`src/rtl/pipe_ctrl_if.sv`:
```
`default_nettype none
// ============================================================================
// Module   : pipe_ctrl_if
// Purpose  : Bundle of hazard inputs and control outputs between the
//            pipeline control block and the 5-stage datapath.
// Modports : master - pipeline control (reads hazards, drives controls)
//            slave  - datapath side (drives hazards, reads controls)
// Signals  : if_ready, {id,ex,mem,wb}_valid, id_rs1/rs2, id_use_rs1/rs2,
//            ex_rd, ex_is_load, ex_busy, ex_redirect, mem_req, mem_ready,
//            wb_trap -> control; pc_we, pc_sel, slice_en/stall/flush,
//            if_kill, perf_stall_cnt, perf_flush_cnt <- control
// Revision : 1.0 - initial release
// ============================================================================
interface pipe_ctrl_if #(
  parameter int REG_ADDR_W = 5,
  parameter int CNT_WIDTH  = 32
);
  logic                  if_ready;
  logic                  id_valid;
  logic                  ex_valid;
  logic                  mem_valid;
  logic                  wb_valid;
  logic [REG_ADDR_W-1:0] id_rs1;
  logic [REG_ADDR_W-1:0] id_rs2;
  logic                  id_use_rs1;
  logic                  id_use_rs2;
  logic [REG_ADDR_W-1:0] ex_rd;
  logic                  ex_is_load;
  logic                  ex_busy;
  logic                  ex_redirect;
  logic                  mem_req;
  logic                  mem_ready;
  logic                  wb_trap;

  logic                  pc_we;
  logic [1:0]            pc_sel;
  logic [3:0]            slice_en;
  logic [3:0]            slice_stall;
  logic [3:0]            slice_flush;
  logic                  if_kill;
  logic [CNT_WIDTH-1:0]  perf_stall_cnt;
  logic [CNT_WIDTH-1:0]  perf_flush_cnt;

  modport master (
    input  if_ready, id_valid, ex_valid, mem_valid, wb_valid,
           id_rs1, id_rs2, id_use_rs1, id_use_rs2, ex_rd, ex_is_load,
           ex_busy, ex_redirect, mem_req, mem_ready, wb_trap,
    output pc_we, pc_sel, slice_en, slice_stall, slice_flush, if_kill,
           perf_stall_cnt, perf_flush_cnt
  );

  modport slave (
    output if_ready, id_valid, ex_valid, mem_valid, wb_valid,
           id_rs1, id_rs2, id_use_rs1, id_use_rs2, ex_rd, ex_is_load,
           ex_busy, ex_redirect, mem_req, mem_ready, wb_trap,
    input  pc_we, pc_sel, slice_en, slice_stall, slice_flush, if_kill,
           perf_stall_cnt, perf_flush_cnt
  );
endinterface
`default_nettype wire

```
`src/rtl/pipe_ctrl.sv`:
```
`default_nettype none
// ============================================================================
// Module   : pipe_ctrl
// Purpose  : Central pipeline control for the IF/ID/EX/MEM/WB core. Resolves
//            trap, memory wait, multi-cycle EX, branch redirect and load-use
//            hazards into per-slice en/stall/flush plus PC write/select,
//            drops stale in-flight fetches after a redirect, and counts
//            stall cycles and flush events.
// Ports    : clk, rst (synchronous, active-high)
//            bus (pipe_ctrl_if.master) - hazard inputs / control outputs
// Revision : 1.0 - initial release
// ============================================================================
module pipe_ctrl #(
  parameter int REG_ADDR_W = 5,
  parameter int CNT_WIDTH  = 32
) (
  input  wire logic   clk,
  input  wire logic   rst,
  pipe_ctrl_if.master bus
);

  localparam logic [REG_ADDR_W-1:0] c_reg_zero = '0;
  localparam logic [1:0] c_sel_seq  = 2'b00;
  localparam logic [1:0] c_sel_br   = 2'b01;
  localparam logic [1:0] c_sel_trap = 2'b10;

  // KILL means a fetch to the abandoned PC is still outstanding in the IFU.
  typedef enum logic [0:0] {
    RUN  = 1'b0,
    KILL = 1'b1
  } state_t;

  state_t r_state;
  state_t w_state_nxt;

  logic [CNT_WIDTH-1:0] r_stall_cnt;
  logic [CNT_WIDTH-1:0] r_flush_cnt;

  logic       w_hz_mem, w_hz_ex, w_hz_lu, w_trap, w_redir, w_fetch_ok;
  logic       w_pc_we, w_if_kill, w_stall_inc, w_flush_inc, w_normal;
  logic [1:0] w_pc_sel;
  logic [3:0] w_en, w_stall, w_flush;

  // Hazard terms
  assign w_hz_mem   = bus.mem_valid & bus.mem_req & ~bus.mem_ready;
  assign w_hz_ex    = bus.ex_valid & bus.ex_busy;
  assign w_hz_lu    = bus.id_valid & bus.ex_valid & bus.ex_is_load &
                      (bus.ex_rd != c_reg_zero) &
                      ((bus.id_use_rs1 & (bus.id_rs1 == bus.ex_rd)) |
                       (bus.id_use_rs2 & (bus.id_rs2 == bus.ex_rd)));
  assign w_trap     = bus.wb_valid & bus.wb_trap;
  // A redirect waits until the older MEM/EX work is no longer frozen.
  assign w_redir    = bus.ex_valid & bus.ex_redirect & ~w_hz_mem & ~w_hz_ex;
  assign w_fetch_ok = bus.if_ready & (r_state == RUN);

  always_ff @(posedge clk) begin
    if (rst) begin
      r_state <= RUN;
    end else begin
      r_state <= w_state_nxt;
    end
  end

  always_comb begin
    w_pc_we     = 1'b0;
    w_pc_sel    = c_sel_seq;
    w_en        = 4'b0000;
    w_stall     = 4'b0000;
    w_flush     = 4'b0000;
    w_if_kill   = 1'b0;
    w_normal    = 1'b0;
    w_stall_inc = 1'b0;
    w_flush_inc = 1'b0;
    w_state_nxt = r_state;

    if (!rst) begin
      // Strict priority: the first matching hazard owns the outputs.
      if (w_trap) begin
        w_flush  = 4'b1111;
        w_pc_we  = 1'b1;
        w_pc_sel = c_sel_trap;
      end else if (w_hz_mem) begin
        w_stall = 4'b0111;
      end else if (w_hz_ex) begin
        w_stall = 4'b0011;
        w_en    = 4'b1000;
      end else if (w_redir) begin
        w_flush  = 4'b0011;
        w_en     = 4'b1100;
        w_pc_we  = 1'b1;
        w_pc_sel = c_sel_br;
      end else if (w_hz_lu) begin
        w_stall = 4'b0001;
        w_en    = 4'b1100;
      end else begin
        w_normal = 1'b1;
        w_en     = {3'b111, w_fetch_ok};
        w_pc_we  = w_fetch_ok;
      end

      w_stall_inc = ~w_trap & (w_hz_mem | w_hz_ex | w_hz_lu |
                               (w_normal & ~w_fetch_ok));
      w_flush_inc = w_trap | w_redir;

      case (r_state)
        RUN: begin
          if ((w_trap | w_redir) & ~bus.if_ready) begin
            w_state_nxt = KILL;
          end
        end
        KILL: begin
          // The returning stale word is discarded, even if a new redirect
          // happens in the same cycle.
          if (bus.if_ready) begin
            w_if_kill   = 1'b1;
            w_state_nxt = RUN;
          end
        end
        default: w_state_nxt = RUN;
      endcase
    end
  end

  always_ff @(posedge clk) begin
    if (rst) begin
      r_stall_cnt <= '0;
      r_flush_cnt <= '0;
    end else begin
      r_stall_cnt <= r_stall_cnt + CNT_WIDTH'(w_stall_inc);
      r_flush_cnt <= r_flush_cnt + CNT_WIDTH'(w_flush_inc);
    end
  end

  assign bus.pc_we          = w_pc_we;
  assign bus.pc_sel         = w_pc_sel;
  assign bus.slice_en       = w_en;
  assign bus.slice_stall    = w_stall;
  assign bus.slice_flush    = w_flush;
  assign bus.if_kill        = w_if_kill;
  assign bus.perf_stall_cnt = rst ? '0 : r_stall_cnt;
  assign bus.perf_flush_cnt = rst ? '0 : r_flush_cnt;

endmodule
`default_nettype wire

```
`src/flat_wrapper.sv`:
```
// flat-port wrapper written by rule: the top's interface ports become plain ports
module pipe_ctrl_flat 
#(
  parameter int REG_ADDR_W = 5,
  parameter int CNT_WIDTH  = 32
)
  (clk, rst, bus_if_ready, bus_id_valid, bus_ex_valid, bus_mem_valid, bus_wb_valid, bus_id_rs1, bus_id_rs2, bus_id_use_rs1, bus_id_use_rs2, bus_ex_rd, bus_ex_is_load, bus_ex_busy, bus_ex_redirect, bus_mem_req, bus_mem_ready, bus_wb_trap, bus_pc_we, bus_pc_sel, bus_slice_en, bus_slice_stall, bus_slice_flush, bus_if_kill, bus_perf_stall_cnt, bus_perf_flush_cnt);
  pipe_ctrl_if #(.REG_ADDR_W(REG_ADDR_W), .CNT_WIDTH(CNT_WIDTH)) bus_i ();
  input  wire logic clk;
  input  wire logic rst;
  input wire logic [$bits(bus_i.if_ready)-1:0] bus_if_ready;
  input wire logic [$bits(bus_i.id_valid)-1:0] bus_id_valid;
  input wire logic [$bits(bus_i.ex_valid)-1:0] bus_ex_valid;
  input wire logic [$bits(bus_i.mem_valid)-1:0] bus_mem_valid;
  input wire logic [$bits(bus_i.wb_valid)-1:0] bus_wb_valid;
  input wire logic [$bits(bus_i.id_rs1)-1:0] bus_id_rs1;
  input wire logic [$bits(bus_i.id_rs2)-1:0] bus_id_rs2;
  input wire logic [$bits(bus_i.id_use_rs1)-1:0] bus_id_use_rs1;
  input wire logic [$bits(bus_i.id_use_rs2)-1:0] bus_id_use_rs2;
  input wire logic [$bits(bus_i.ex_rd)-1:0] bus_ex_rd;
  input wire logic [$bits(bus_i.ex_is_load)-1:0] bus_ex_is_load;
  input wire logic [$bits(bus_i.ex_busy)-1:0] bus_ex_busy;
  input wire logic [$bits(bus_i.ex_redirect)-1:0] bus_ex_redirect;
  input wire logic [$bits(bus_i.mem_req)-1:0] bus_mem_req;
  input wire logic [$bits(bus_i.mem_ready)-1:0] bus_mem_ready;
  input wire logic [$bits(bus_i.wb_trap)-1:0] bus_wb_trap;
  output wire logic [$bits(bus_i.pc_we)-1:0] bus_pc_we;
  output wire logic [$bits(bus_i.pc_sel)-1:0] bus_pc_sel;
  output wire logic [$bits(bus_i.slice_en)-1:0] bus_slice_en;
  output wire logic [$bits(bus_i.slice_stall)-1:0] bus_slice_stall;
  output wire logic [$bits(bus_i.slice_flush)-1:0] bus_slice_flush;
  output wire logic [$bits(bus_i.if_kill)-1:0] bus_if_kill;
  output wire logic [$bits(bus_i.perf_stall_cnt)-1:0] bus_perf_stall_cnt;
  output wire logic [$bits(bus_i.perf_flush_cnt)-1:0] bus_perf_flush_cnt;
  assign bus_i.if_ready = bus_if_ready;
  assign bus_i.id_valid = bus_id_valid;
  assign bus_i.ex_valid = bus_ex_valid;
  assign bus_i.mem_valid = bus_mem_valid;
  assign bus_i.wb_valid = bus_wb_valid;
  assign bus_i.id_rs1 = bus_id_rs1;
  assign bus_i.id_rs2 = bus_id_rs2;
  assign bus_i.id_use_rs1 = bus_id_use_rs1;
  assign bus_i.id_use_rs2 = bus_id_use_rs2;
  assign bus_i.ex_rd = bus_ex_rd;
  assign bus_i.ex_is_load = bus_ex_is_load;
  assign bus_i.ex_busy = bus_ex_busy;
  assign bus_i.ex_redirect = bus_ex_redirect;
  assign bus_i.mem_req = bus_mem_req;
  assign bus_i.mem_ready = bus_mem_ready;
  assign bus_i.wb_trap = bus_wb_trap;
  assign bus_pc_we = bus_i.pc_we;
  assign bus_pc_sel = bus_i.pc_sel;
  assign bus_slice_en = bus_i.slice_en;
  assign bus_slice_stall = bus_i.slice_stall;
  assign bus_slice_flush = bus_i.slice_flush;
  assign bus_if_kill = bus_i.if_kill;
  assign bus_perf_stall_cnt = bus_i.perf_stall_cnt;
  assign bus_perf_flush_cnt = bus_i.perf_flush_cnt;
  pipe_ctrl #(.REG_ADDR_W(REG_ADDR_W), .CNT_WIDTH(CNT_WIDTH)) u_core (.clk(clk), .rst(rst), .bus(bus_i));
endmodule
```
`config.mk`:
```
export PLATFORM = sky130hd
export DESIGN_NAME = pipe_ctrl_flat
export DESIGN_NICKNAME = d
export VERILOG_FILES = /design/src/rtl/pipe_ctrl_if.sv /design/src/rtl/pipe_ctrl.sv /design/src/flat_wrapper.sv
export SDC_FILE = /design/constraint.sdc
export NUM_CORES = 1
export LEC_CHECK = 0
export ABC_AREA = 1
export CAP_MARGIN = 30
export CELL_PAD_IN_SITES_DETAIL_PLACEMENT = 1
export CELL_PAD_IN_SITES_GLOBAL_PLACEMENT = 2
export CORE_MARGIN = 4
export CORE_UTILIZATION = 25
export CTS_CLUSTER_SIZE = 20
export DETAILED_ROUTE_END_ITERATION = 6
export PLACE_DENSITY_LB_ADDON = 0.1
export SLEW_MARGIN = 25
export SYNTH_ARGS = -nofsm -noshare
export SYNTH_HDL_FRONTEND = slang
export SYNTH_SLANG_ARGS = --single-unit
```
`constraint.sdc`:
```
create_clock -name clk -period 3.25 [get_ports clk]
set_input_delay 0.65 -clock clk [delete_from_list [all_inputs] [get_ports clk]]
set_output_delay 0.65 -clock clk [all_outputs]
set_load 0.02 [all_outputs]
```
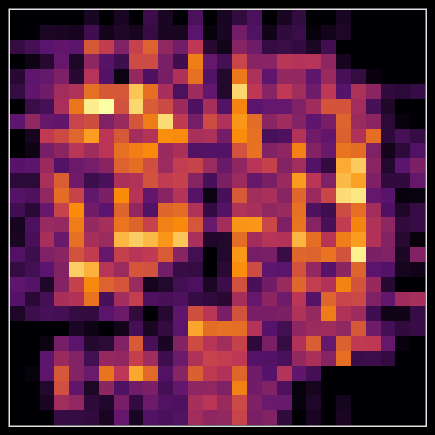
wire_density.png
Drawn at 3 px/um. 28 x 28 tiles, from black (low) to pale yellow (high), scaled to the fullest tile. Values are wire area over tile area, all layers added.
- nearly empty tiles: 13%
- fullest tile: 0.39
- mean over tiles: 0.13
- tiles over half the peak: 23%

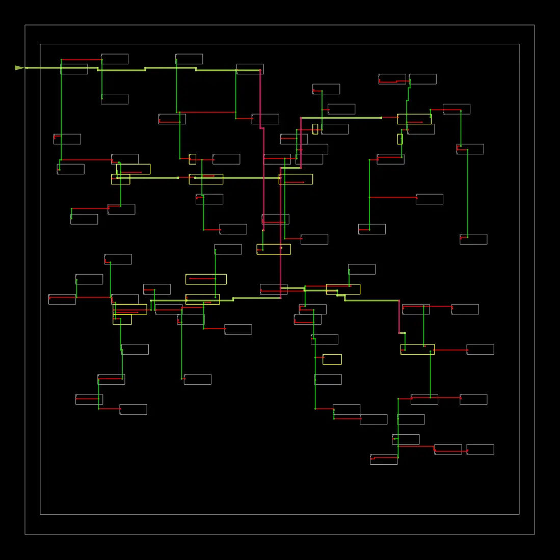
final_clocks.png
Late-Pin Clk Latency: 0.34 ns
Setup Skew: 0.007050 ns
CLK BUF: 14
Power Clock: 1.02 mW

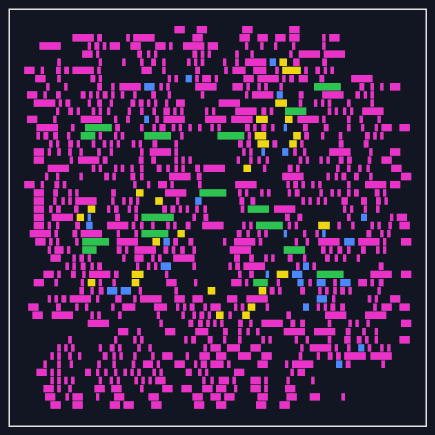
drive_strength.png
Drawn at 3 px/um.
- drive 6 and up: green (cells 16; share 1.9%)
- drive 1 or less: magenta (cells 778; share 92%)
- drive 2: blue (cells 29; share 3.4%)
- drive 3 to 4: yellow (cells 26; share 3.1%)

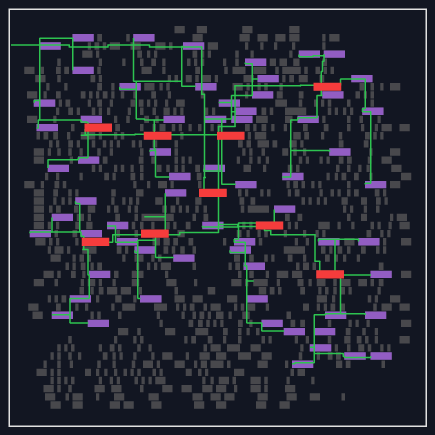
clock_map.png
Drawn at 3 px/um.
- cells driving clock nets: red (count 9)
- clock wires: green (length 1150 um)
- flip-flops: purple (count 65)
- flops lie: spread over the die
- routed clock nets: 10

==> run_results.csv <==
group,metric,value,unit
routing,drc,0,
layout,seq_share,21.77,%
sta,timing.setup.tns,0,ns
routing,via_count,4769,
clock_tree,postCtsSetupBuffers,0,
power_and_ir_drop,comb_cell_power,168,uW
synth,synth_cell_types,29,
grt,use_met2,31.09,%
layout,comb_area_share,41.15,%
floorplanning,fp-utilization,25.57,%
power_and_ir_drop,p_int,1.531,mW
routing,post_drt_via_cell_ratio,4.461,
layout,fillCellCount,2136,
synth,yosys_cells,726,
floorplanning,die_h,138.5,um
synth,ys_sh_mux,0,%
placed_design,place_congestion,0.8349,
layout,logic_gate_count,532,
grt,use_met1,17.86,%
worst_setup_path,cp_max_fo,4,
layout,final_cell_area,0.005978,sq mm
status,outcome,"complete, no violations",
grt,gr-usage-met3,3.695,%
synth,yosys_area,0.004255,sq mm
sta,worst_slack,0.1527,ns
power_and_ir_drop,power.density,333.4,mW/mm^2
clock_tree,cts_sinks,65,
synth,logic_family,"simple AND/OR/NAND/NOR gates",
clock_tree,cts-root-buf,"clkbuf_16",
==> state kept, by name (all words and copies together), names as in the netlist <==
register            cells
u_core.r_stall_cnt     32
u_core.r_flush_cnt     32
u_core.r_state          1
==> synthesized netlist by cell type (5+ instances only) <==
master	number	area, sq um
nand2_1	182	683.2
inv_2	6	22.52
nand3_1	39	195.2
dfxtp_1	65	1301
nor3_1	24	120.1
nand4_1	7	43.79
nor2_1	166	623.1
inv_1	105	394.1
clkbuf_1	12	45.04
xor2_1	7	61.31
nor2_2	8	50.05
nor2_4	5	56.30
a21oi_1	48	240.2
nor3_2	5	50.05
nand2_2	5	31.28
o21ai_0	15	75.07
==> worst max-delay path, delay by kind of cell <==
| kind | cells | cell delay, ns |
|---|---|---|
| AND/OR/NAND/NOR | 4 | 0.51 |
| buffers and inverters | 4 | 1.28 |
Power figures rest on the tool's default switching activity, not on a simulated workload.
